<file path="src/rtl/alu_pkg.sv">
// Shared definitions for the registered integer ALU: default width and opcode encodings.
package alu_pkg;

    localparam int unsigned WIDTH = 32;

    typedef enum logic [2:0] {
        ALU_NEG = 3'b000,
        ALU_AND = 3'b001,
        ALU_XOR = 3'b010,
        ALU_OR  = 3'b011,
        ALU_DEC = 3'b100,
        ALU_ADD = 3'b101,
        ALU_SUB = 3'b110,
        ALU_INC = 3'b111
    } aluop_e;

endpackage

</file>
<file path="src/rtl/alu_if.sv">
// Operand/result bundle between the execute-stage feeders (master) and the ALU (slave).
interface alu_if #(
    parameter int unsigned WIDTH = alu_pkg::WIDTH
);
    logic [WIDTH-1:0] operand1;
    logic [WIDTH-1:0] operand2;
    logic [2:0]       aluop;
    logic [WIDTH-1:0] alu_out;
    logic             add_sub_overflow;
    logic             zero;

    modport master (
        output operand1, operand2, aluop,
        input  alu_out, add_sub_overflow, zero
    );

    modport slave (
        input  operand1, operand2, aluop,
        output alu_out, add_sub_overflow, zero
    );
endinterface

</file>
<file path="src/rtl/alu_addsub.sv">
// Single shared adder: sum = x + (inv_y ? ~y : y) + cin, with signed overflow of that addition.
module alu_addsub #(
    parameter int unsigned WIDTH = alu_pkg::WIDTH
) (
    input  logic [WIDTH-1:0] x_i,
    input  logic [WIDTH-1:0] y_i,
    input  logic             inv_y_i,
    input  logic             cin_i,
    output logic [WIDTH-1:0] sum_o,
    output logic             ovf_o
);
    logic [WIDTH-1:0] y_eff;

    // Optional inversion of Y turns the adder into a subtractor when paired with cin=1.
    always_comb begin
        y_eff = inv_y_i ? ~y_i : y_i;
        sum_o = x_i + y_eff + {{(WIDTH-1){1'b0}}, cin_i};
        // Operands agree in sign but the sum does not: signed overflow.
        ovf_o = (x_i[WIDTH-1] == y_eff[WIDTH-1]) && (sum_o[WIDTH-1] != x_i[WIDTH-1]);
    end
endmodule

</file>
<file path="src/rtl/alu.sv">
// Registered 32-bit signed ALU: eight ops, overflow for ADD/SUB, zero flag coherent with result.
module alu
    import alu_pkg::*;
#(
    parameter int unsigned WIDTH = alu_pkg::WIDTH
) (
    input  logic  clk,
    input  logic  rst_n,
    alu_if.slave  bus
);
    logic [WIDTH-1:0] as_x, as_y, as_sum;
    logic             as_inv, as_cin, as_ovf;

    logic [WIDTH-1:0] alu_out_d, alu_out_q;
    logic             ovf_d, ovf_q;
    logic             zero_d, zero_q;

    alu_addsub #(.WIDTH(WIDTH)) u_addsub (
        .x_i     (as_x),
        .y_i     (as_y),
        .inv_y_i (as_inv),
        .cin_i   (as_cin),
        .sum_o   (as_sum),
        .ovf_o   (as_ovf)
    );

    // Map each arithmetic opcode onto the shared adder's operands.
    always_comb begin
        as_x   = bus.operand1;
        as_y   = bus.operand2;
        as_inv = 1'b0;
        as_cin = 1'b0;
        case (bus.aluop)
            ALU_NEG: begin as_x = '0; as_y = bus.operand1; as_inv = 1'b1; as_cin = 1'b1; end
            ALU_DEC: begin as_y = '1; end
            ALU_INC: begin as_y = '0; as_cin = 1'b1; end
            ALU_SUB: begin as_inv = 1'b1; as_cin = 1'b1; end
            default: ;
        endcase
    end

    // Result mux; overflow only reported for ADD/SUB, zero derived from next-state result.
    always_comb begin
        alu_out_d = as_sum;
        ovf_d     = 1'b0;
        case (bus.aluop)
            ALU_AND: alu_out_d = bus.operand1 & bus.operand2;
            ALU_XOR: alu_out_d = bus.operand1 ^ bus.operand2;
            ALU_OR:  alu_out_d = bus.operand1 | bus.operand2;
            ALU_ADD,
            ALU_SUB: ovf_d     = as_ovf;
            default: ;
        endcase
        zero_d = (alu_out_d == '0);
    end

    // Output registers with asynchronous clear to result 0, no overflow, zero set.
    always_ff @(posedge clk or negedge rst_n) begin
        if (!rst_n) begin
            alu_out_q <= '0;
            ovf_q     <= 1'b0;
            zero_q    <= 1'b1;
        end else begin
            alu_out_q <= alu_out_d;
            ovf_q     <= ovf_d;
            zero_q    <= zero_d;
        end
    end

    assign bus.alu_out          = alu_out_q;
    assign bus.add_sub_overflow = ovf_q;
    assign bus.zero             = zero_q;
endmodule

</file>
<file path="src/flat_wrapper.sv">
// flat-port wrapper written by rule: the top's interface ports become plain ports
module alu_flat import alu_pkg::*;
#(
    parameter int unsigned WIDTH = alu_pkg::WIDTH
)
  (clk, rst_n, bus_operand1, bus_operand2, bus_aluop, bus_alu_out, bus_add_sub_overflow, bus_zero);
  alu_if #(.WIDTH(WIDTH)) bus_i ();
  input  logic clk;
  input  logic rst_n;
  input wire logic [$bits(bus_i.operand1)-1:0] bus_operand1;
  input wire logic [$bits(bus_i.operand2)-1:0] bus_operand2;
  input wire logic [$bits(bus_i.aluop)-1:0] bus_aluop;
  output wire logic [$bits(bus_i.alu_out)-1:0] bus_alu_out;
  output wire logic [$bits(bus_i.add_sub_overflow)-1:0] bus_add_sub_overflow;
  output wire logic [$bits(bus_i.zero)-1:0] bus_zero;
  assign bus_i.operand1 = bus_operand1;
  assign bus_i.operand2 = bus_operand2;
  assign bus_i.aluop = bus_aluop;
  assign bus_alu_out = bus_i.alu_out;
  assign bus_add_sub_overflow = bus_i.add_sub_overflow;
  assign bus_zero = bus_i.zero;
  alu #(.WIDTH(WIDTH)) u_core (.clk(clk), .rst_n(rst_n), .bus(bus_i));
endmodule
</file>
<file path="config.mk">
export PLATFORM = sky130hd
export DESIGN_NAME = alu_flat
export DESIGN_NICKNAME = d
export VERILOG_FILES = /design/src/rtl/alu_pkg.sv /design/src/rtl/alu_if.sv /design/src/rtl/alu_addsub.sv /design/src/rtl/alu.sv /design/src/flat_wrapper.sv
export SDC_FILE = /design/constraint.sdc
export NUM_CORES = 1
export LEC_CHECK = 0
export CORE_ASPECT_RATIO = 0.6
export CORE_UTILIZATION = 45
export DETAILED_ROUTE_END_ITERATION = 7
export PLACE_DENSITY_LB_ADDON = 0.1
export SYNTH_ARGS = -nofsm -noshare
export SYNTH_HDL_FRONTEND = slang
export SYNTH_SLANG_ARGS = --single-unit
</file>
<file path="constraint.sdc">
create_clock -name clk -period 0.8 [get_ports clk]
set_input_delay 0.08 -clock clk [delete_from_list [all_inputs] [get_ports clk]]
set_output_delay 0.08 -clock clk [all_outputs]
set_load 0.1 [all_outputs]
</file>
Fig. 1: run 1, met1 routing
(4 px per µm) Supply wires on this layer in gray.
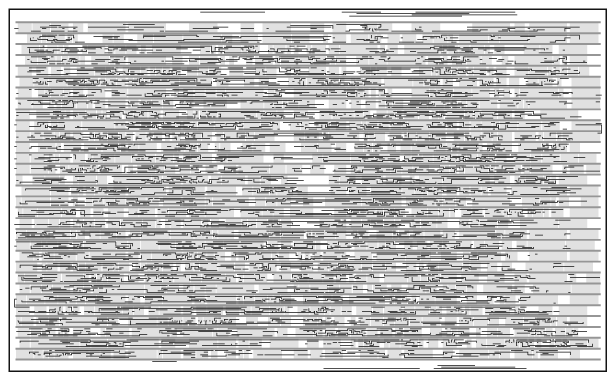
- wire length on this layer: 11,200 µm
- share of all routed wire: 40%
- longest straight run: 68.1 µm

Fig. 2: run 1, placement view
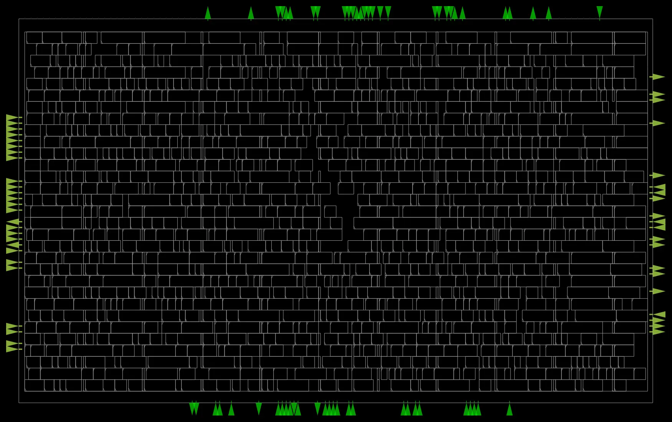
flop count: 34
# rows: 31
Finished Layout Cells: 1,320

==> flow_metrics.env, run 1 <==
# implementation run metrics
export IMPL_area_growth_pct=83.91
export IMPL_path_buffers=4
export IMPL_min_delay_start="bus_aluop[2]"
export IMPL_grt_pass1_vias=7459
export IMPL_grt_use_total=0.3671
export IMPL_setup_violations=68
export IMPL_dieHeight_um=90.12
export IMPL_netSwitchingFraction=0.4918
export IMPL_startpoint_type="primary input"
export IMPL_synth_area_leader_cell="ha_1"
export IMPL_post_cts_buffers=39
export IMPL_comb_cell_power_mw=14.9
export IMPL_mi_logic_area_um2=5166
export IMPL_cts_buffers=5
export IMPL_antennaDiodeCount=1
export IMPL_most_common_cell="nor2_1"
export IMPL_p_clk_mw=1.93
export IMPL_min_to="u_core.bus.add_sub_overflow"
export IMPL_switchingPower_mw=9.523
export IMPL_violations="negative setup slack"
export IMPL_edf_count=0
export IMPL_mux_share=0.003438
export IMPL_drt_vias_per_instance=6.126
export IMPL_path_class="in2reg"
export IMPL_wl_met1_um=11160
export IMPL_portBuffers=102
export IMPL_rsz0062_at_grt="yes"
export IMPL_clock_sinks=34
export IMPL_synth_top_area_share=0.2020
export IMPL_flop_area_um2=893.4
export IMPL_core_area_um2=12330
export IMPL_dr_wl_met2_um=12470
export IMPL_fillers=643
export IMPL_ys_sh_adder=0.2089
export IMPL_nets=1319
export IMPL_post_route_util=0.8682
export IMPL_buffer_area_frac=0.3729
export IMPL_ys_async_sr_fraction=1.000
export IMPL_yosysWarnings=0
export IMPL_nNonClkInverters=83
export IMPL_seq_area_frac_synth=0.1463
export IMPL_combPwrFrac=0.768
export IMPL_top_usage_layer="met2"
export IMPL_cpMaxStageDelayCell="nor4_2"
export IMPL_sh_seq_area=0.08342
export IMPL_end_kind="register"
export IMPL_top_level_ports=103
export IMPL_maxPowerGroup="combinational logic"
export IMPL_drc_errors=0
export IMPL_dominant_cells="logic gates"
export IMPL_clock_buffers=5
export IMPL_ir_worst_vdd_mv=1.359
export IMPL_max_stage_delay_ns=0.43
export IMPL_grt_max_degree=45
export IMPL_cp_top_family="simple AND/OR/NAND/NOR gates"
export IMPL_antenna_found_initial=2
export IMPL_crit_required_ns=1.00
export IMPL_common_cells="106 x nor2_1, 94 x ha_1, 82 x inv_1"
export IMPL_cts_resized_gates=145
export IMPL_pre_cts_slack_ns=-3.199
export IMPL_drt_total_wl_um=28050
export IMPL_die_w_um=148.9
export IMPL_holdBufCountCts=1
export IMPL_synthSimpleGateAreaFrac=0.1887
export IMPL_synth_area_per_cell_um2=7.456
export IMPL_wl_met3_um=3032
export IMPL_p_seq_mw=2.57
export IMPL_final_area_um2=10710
export IMPL_seq_power_share=0.133
export IMPL_hpwl_um=18560
export IMPL_detail_route_wl_per_cell_um=21.25
export IMPL_top_layer="met5"
export IMPL_use_met1=0.5090
export IMPL_use_met2=0.5849
export IMPL_top_cells_by_area="ha_1 20%, dfrtp_1 14%, nor2_1 6.8%"
export IMPL_worst_slew_pin_slew_ns=0.5986
export IMPL_detail_route_first_pass_iterations=8
export IMPL_layout_top_cell="buf_4"
export IMPL_cts_clk_slew_worst_paths_ns=0.06
export IMPL_period_minus_slack_ns=3.540
export IMPL_root_buffer="clkbuf_16"
export IMPL_holdPathStages=3
export IMPL_final_clk_cell_share=0.01262
export IMPL_die_area_um2=13410
export IMPL_status="complete, but fails checks"
export IMPL_power_density_nw_per_um2=1808
export IMPL_crit_start="bus_aluop[2]"
export IMPL_internal_power_mw=9.841
export IMPL_clk_path_buf_depth=2
export IMPL_ys_flops=34
export IMPL_floorplan_nets=946
export IMPL_finalWeightedCongestion=0.9741
export IMPL_synth_cell_types=78
export IMPL_leakagePower_nw=5.067
export IMPL_cp_depth=17
export IMPL_drive_above_1_share=0.4558
export IMPL_dp_cells=1253
export IMPL_fmax_ghz=0.2825
export IMPL_xor_area_frac=0.06618
export IMPL_ys_cells=781
export IMPL_total_power_mw=19.36
export IMPL_synth_cells=781
export IMPL_comb_cells=616
export IMPL_crit_fanout=5
export IMPL_gr_total_overflow=0
export IMPL_slew_viol_final=0
export IMPL_initial_core_util=0.4721
export IMPL_period_used=4.425
export IMPL_fin_ws_ns=-2.740
export IMPL_crit_end="u_core.bus.zero"
Fig. 3: run 1, nets reached from selected ports
(2 px per µm)
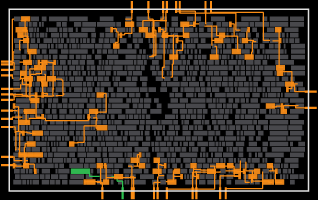
- orange: bus_operand2 (direction input; edge 12 left, 10 bottom, 8 top, 2 right; end cells 103; buffers 41; wire 1,330 µm)
- green: bus_add_sub_overflow (direction output; edge bottom; end cells 1; buffers 1; wire 19.0 µm)

==> run 2, diff against run 1 <==
--- a/config.mk
+++ b/config.mk
@@ -5,8 +5,10 @@
 export SDC_FILE = /design/constraint.sdc
 export NUM_CORES = 1
 export LEC_CHECK = 0
+export CAP_MARGIN = 15
 export CORE_ASPECT_RATIO = 0.6
 export CORE_UTILIZATION = 45
+export CTS_CLUSTER_SIZE = 20
 export DETAILED_ROUTE_END_ITERATION = 7
 export PLACE_DENSITY_LB_ADDON = 0.1
 export SYNTH_ARGS = -nofsm -noshare
Fig. 4: run 2, nets reached from selected ports
(2 px per µm)
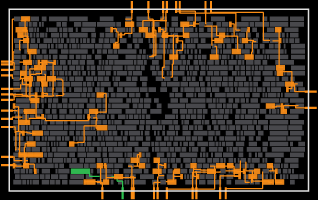
- green: bus_add_sub_overflow (direction output; edge bottom; end cells 1; buffers 1; wire 19.0 µm)
- orange: bus_operand2 (direction input; edge 12 left, 10 bottom, 8 top, 2 right; end cells 103; buffers 41; wire 1,330 µm)

==> flow_metrics.env, run 2 <==
# implementation run metrics
export IMPL_status="complete, but fails checks"
export IMPL_violations="negative setup slack"
export IMPL_combPwrFrac=0.768
export IMPL_fillers=643
export IMPL_min_to="u_core.bus.add_sub_overflow"
export IMPL_total_power_mw=19.36
export IMPL_path_class="in2reg"
export IMPL_synth_cells=781
export IMPL_mi_logic_area_um2=5166
export IMPL_wl_met3_um=3032
export IMPL_comb_cells=616
export IMPL_clock_buffers=5
export IMPL_top_cells_by_area="ha_1 20%, dfrtp_1 14%, nor2_1 6.8%"
export IMPL_seq_cells=34
export IMPL_worst_slew_pin_slew_ns=0.5986
export IMPL_startpoint_type="primary input"
export IMPL_slew_viol_final=0
export IMPL_rows=31
export IMPL_crit_required_ns=1.00
export IMPL_grt_use_total=0.3671
export IMPL_setup_violations=68
export IMPL_top_level_ports=103
export IMPL_internal_power_mw=9.841
export IMPL_seq_area_frac_synth=0.1463
export IMPL_ys_sh_adder=0.2089
export IMPL_cp_depth=17
export IMPL_top_layer="met5"
export IMPL_power_density_nw_per_um2=1808
export IMPL_layout_top_cell="buf_4"
export IMPL_synth_cell_types=78
export IMPL_crit_fanout=5
export IMPL_synth_top_area_share=0.2020
export IMPL_grt_pass1_vias=7459
export IMPL_dp_cells=1253
export IMPL_clk_path_buf_depth=2
export IMPL_p_clk_mw=1.93
export IMPL_final_cells=1320
export IMPL_die_w_um=148.9
export IMPL_die_area_um2=13410
export IMPL_holdPathStages=3
export IMPL_synth_area_leader_cell="ha_1"
export IMPL_top_usage_layer="met2"
export IMPL_crit_start="bus_aluop[2]"
export IMPL_seq_power_share=0.133
export IMPL_use_met2=0.5849
export IMPL_synth_area_per_cell_um2=7.456
export IMPL_flop_area_um2=893.4
export IMPL_grt_pass1_wl_um=38940
export IMPL_dominant_cells="logic gates"
export IMPL_cts_resized_gates=145
export IMPL_synthSimpleGateAreaFrac=0.1887
export IMPL_ys_flops=34
export IMPL_drt_total_wl_um=28050
export IMPL_period_minus_slack_ns=3.540
export IMPL_lay_top_cells="262 x buf_4, 97 x nor2_1, 90 x ha_1"
export IMPL_area_growth_pct=83.91
export IMPL_final_clk_cell_share=0.01262
export IMPL_portBuffers=102
export IMPL_drt_iter0_markers=967
export IMPL_detail_route_wl_per_cell_um=21.25
export IMPL_root_buffer="clkbuf_16"
export IMPL_drc_errors=0
export IMPL_grt_max_degree=45
export IMPL_core_area_um2=12330
export IMPL_antennaDiodeCount=1
export IMPL_ir_worst_vdd_mv=1.359
export IMPL_cpMaxStageDelayCell="nor4_2"
export IMPL_post_cts_buffers=39
export IMPL_xor_area_frac=0.06618
export IMPL_wl_met1_um=11160
export IMPL_drt_vias_per_instance=6.126
export IMPL_cp_top_family="simple AND/OR/NAND/NOR gates"
export IMPL_hpwl_um=18560
export IMPL_cts_clk_slew_worst_paths_ns=0.06
export IMPL_rsz0062_at_grt="yes"
export IMPL_fin_ws_ns=-2.740
export IMPL_finalWeightedCongestion=0.9741
export IMPL_edf_count=0
export IMPL_sh_seq_area=0.08342
export IMPL_detail_route_first_pass_iterations=8
export IMPL_pre_cts_slack_ns=-3.199
export IMPL_most_common_cell="nor2_1"
export IMPL_common_cells="106 x nor2_1, 94 x ha_1, 82 x inv_1"
export IMPL_floorplan_nets=946
export IMPL_clock_sinks=34
export IMPL_max_stage_delay_ns=0.43
export IMPL_relSlewSlack=0.5992
export IMPL_yosysWarnings=0
export IMPL_dr_wl_met2_um=12470
export IMPL_antenna_found_initial=2
export IMPL_nNonClkInverters=83
export IMPL_min_delay_start="bus_aluop[2]"
export IMPL_cts_buffers=5
export IMPL_ys_async_sr_fraction=1.000
export IMPL_ys_cells=781
export IMPL_maxPowerGroup="combinational logic"
export IMPL_nets=1319
export IMPL_initial_core_util=0.4721
export IMPL_crit_end="u_core.bus.zero"
export IMPL_gr_total_overflow=0
export IMPL_period_used=4.425
export IMPL_drive_above_1_share=0.4558
export IMPL_leakagePower_nw=5.067
export IMPL_switchingPower_mw=9.523
export IMPL_end_kind="register"
export IMPL_fmax_ghz=0.2825
export IMPL_ys_area_um2=5823
export IMPL_final_area_um2=10710
export IMPL_comb_cell_power_mw=14.9
export IMPL_holdBufCountCts=1
export IMPL_p_seq_mw=2.57
export IMPL_post_route_util=0.8682
